File: config.mk
export PLATFORM = sky130hd
export DESIGN_NAME = uart_rx_sampler
export DESIGN_NICKNAME = d
export VERILOG_FILES = /design/src/rtl/uart_rx_sampler.sv
export SDC_FILE = /design/constraint.sdc
export NUM_CORES = 1
export LEC_CHECK = 0
export ABC_AREA = 0
export CAP_MARGIN = 25
export CORE_MARGIN = 4
export CORE_UTILIZATION = 25
export CTS_CLUSTER_SIZE = 10
export DETAILED_ROUTE_END_ITERATION = 8
export PLACE_DENSITY_LB_ADDON = 0.25
export SYNTH_ARGS = -nofsm -noshare
export SYNTH_HDL_FRONTEND = slang
export SYNTH_SLANG_ARGS = --single-unit
File: constraint.sdc
create_clock -name clk -period 5.3 [get_ports clk]
set_input_delay 0.795 -clock clk [delete_from_list [all_inputs] [get_ports clk]]
set_output_delay 0.795 -clock clk [all_outputs]
set_load 0.05 [all_outputs]
File: src/rtl/uart_rx_sampler.sv
// uart_rx_sampler: 16x-oversampled UART receiver (start bit, NB_DATA data bits LSB first, no parity,
// NB_STOP-tick stop interval). Good frames update o_data with an o_rxDone pulse; a low stop bit pulses o_frame_err.
module uart_rx_sampler #(
  parameter int unsigned NB_DATA = 8,
  parameter int unsigned NB_STOP = 16
) (
  input  logic               clk,
  input  logic               i_rst_n,
  input  logic               i_tick,
  input  logic               i_rx,
  output logic [NB_DATA-1:0] o_data,
  output logic               o_rxDone,
  output logic               o_frame_err
);

  localparam int unsigned S_MAX = ((NB_STOP - 1) > 15) ? (NB_STOP - 1) : 15;
  localparam int unsigned SW    = $clog2(S_MAX + 1);
  localparam int unsigned NW    = (NB_DATA > 1) ? $clog2(NB_DATA) : 1;

  localparam logic [SW-1:0] S_HALF = SW'(7);
  localparam logic [SW-1:0] S_BIT  = SW'(15);
  localparam logic [SW-1:0] S_STOP = SW'(NB_STOP - 1);
  localparam logic [NW-1:0] N_LAST = NW'(NB_DATA - 1);

  typedef enum logic [1:0] {
    IDLE  = 2'd0,
    START = 2'd1,
    DATA  = 2'd2,
    STOP  = 2'd3
  } state_t;

  state_t              state_q, state_d;
  logic [SW-1:0]       s_q, s_d;
  logic [NW-1:0]       n_q, n_d;
  logic [NB_DATA-1:0]  shreg_q, shreg_d;
  logic [NB_DATA-1:0]  data_d;
  logic                done_d, err_d;
  logic                rx_meta, rx_s;

  // Two-flop synchronizer; idle-high reset value keeps a reset line from looking like a start edge.
  always_ff @(posedge clk or negedge i_rst_n) begin
    if (!i_rst_n) begin
      rx_meta <= 1'b1;
      rx_s    <= 1'b1;
    end else begin
      rx_meta <= i_rx;
      rx_s    <= rx_meta;
    end
  end

  always_ff @(posedge clk or negedge i_rst_n) begin
    if (!i_rst_n) begin
      state_q     <= IDLE;
      s_q         <= '0;
      n_q         <= '0;
      shreg_q     <= '0;
      o_data      <= '0;
      o_rxDone    <= 1'b0;
      o_frame_err <= 1'b0;
    end else begin
      state_q     <= state_d;
      s_q         <= s_d;
      n_q         <= n_d;
      shreg_q     <= shreg_d;
      o_data      <= data_d;
      o_rxDone    <= done_d;
      o_frame_err <= err_d;
    end
  end

  // IDLE watches every clock; the other states only move on ticks.
  always_comb begin
    state_d = state_q;
    s_d     = s_q;
    n_d     = n_q;
    shreg_d = shreg_q;
    data_d  = o_data;
    done_d  = 1'b0;
    err_d   = 1'b0;

    case (state_q)
      IDLE: begin
        if (!rx_s) begin
          state_d = START;
          s_d     = '0;
        end
      end

      START: begin
        if (i_tick) begin
          if (s_q == S_HALF) begin
            if (!rx_s) begin
              state_d = DATA;
              s_d     = '0;
              n_d     = '0;
            end else begin
              state_d = IDLE;
            end
          end else begin
            s_d = s_q + SW'(1);
          end
        end
      end

      DATA: begin
        if (i_tick) begin
          if (s_q == S_BIT) begin
            s_d     = '0;
            shreg_d = {rx_s, shreg_q[NB_DATA-1:1]};
            if (n_q == N_LAST) begin
              state_d = STOP;
            end else begin
              n_d = n_q + NW'(1);
            end
          end else begin
            s_d = s_q + SW'(1);
          end
        end
      end

      STOP: begin
        if (i_tick) begin
          if (s_q == S_STOP) begin
            state_d = IDLE;
            if (rx_s) begin
              data_d = shreg_q;
              done_d = 1'b1;
            end else begin
              err_d = 1'b1;
            end
          end else begin
            s_d = s_q + SW'(1);
          end
        end
      end

      default: state_d = IDLE;
    endcase
  end

endmodule

Fig. 1: M1 wires
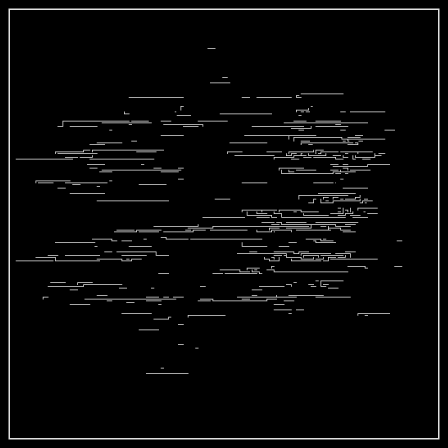
119 nets have wire on it. The wires run mostly horizontal. The layer holds 46% of the routed length. The layer carries 1120 um of wire. The longest straight run is 17.9 um.

Fig. 2: metal 2
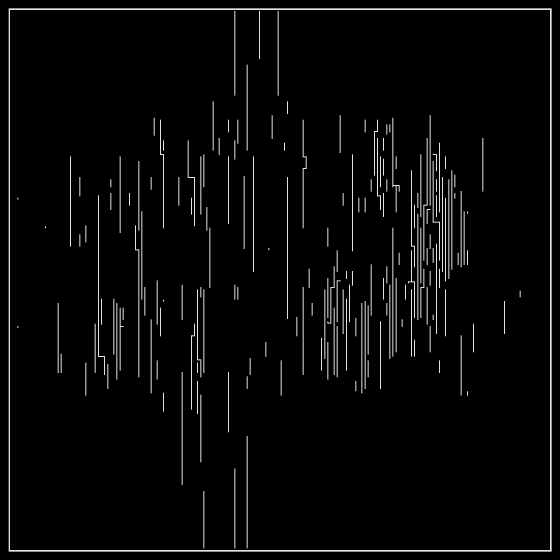
114 nets have wire on it. The layer carries 1160 um of wire. The layer holds 48% of the routed length. The longest straight run is 23.8 um. The wires run mostly vertical.

Fig. 3: metal 3
Bar = 20 um.
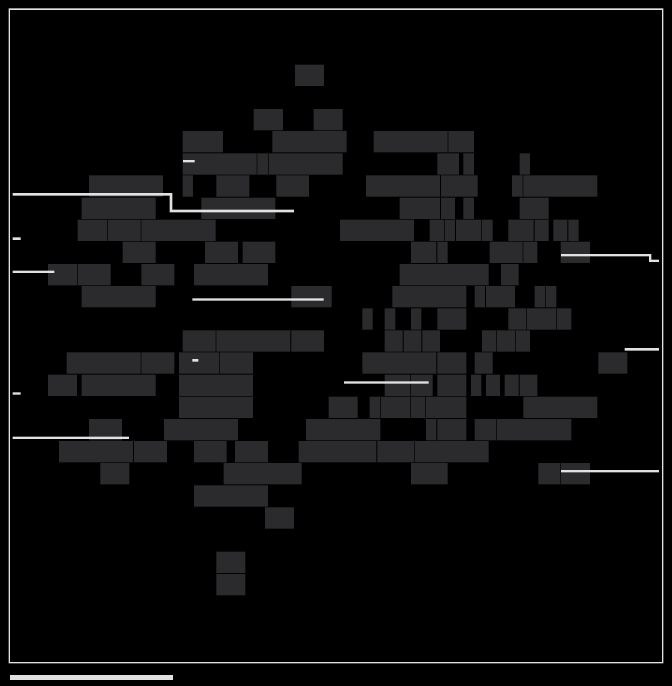
The wires run mostly horizontal. The layer carries 112 um of wire.

==> results.toml <==
# implementation run metrics
[outcome]
status = "finished clean"

[final_layout]
comb_share_pct = 33.18
nonClkBufAreaFrac_pct = 8.547
design_area_um2 = 1610
seq_share_pct = 45.22
layout.cells.non_filler = 191

[setup_path]
cp_slowest_cell = "clkdlybuf4s50_1"
crit_start = "i_tick"
reg2reg_from = "n_q[0]"
worstSetupPathDepth = 5
crit_path_max_fanout = 6
critPathLaunchType = "input port"

[synthesis]
top_cells_by_count = "dfrtp_1 (27), mux2_2 (16), nand2_1 (9)"
aoi_share_pct = 7.603
edf_count = 0
ys_area_um2 = 1300
synthDominantAreaCellType = "dfrtp_1"
synth_cells = 106

[floorplanning]
tap_cells = 67
die_w_um = 80.11

[route]
ant_nets = 0
dr.max_layer_used = "met4"
drt_iter0_drc = 34
dr.pass1.iters = 4

[pwr]
p_int_mw = 0.4455
leakage_nw = 0.7623
p_switching_mw = 0.1867
power_leader = "sequential cells"

[global_route]
grtUsageMet3_pct = 5.157
grtUsageMet1_pct = 10.54
busiest_layer = "met2"
grt_overflow = 0

[cts]
clk_pin_slew_worst_paths_ns = 0.06
cts_buffer_depth = 2
cts_hold_buf = 0
post_cts_buffers = 0

[hold_path]
holdPathEnd = "rx_s"
worstHoldStart = "rx_meta"

[run]
warning_count = 26

[placed_design]
dpl.hpwl_um = 1668
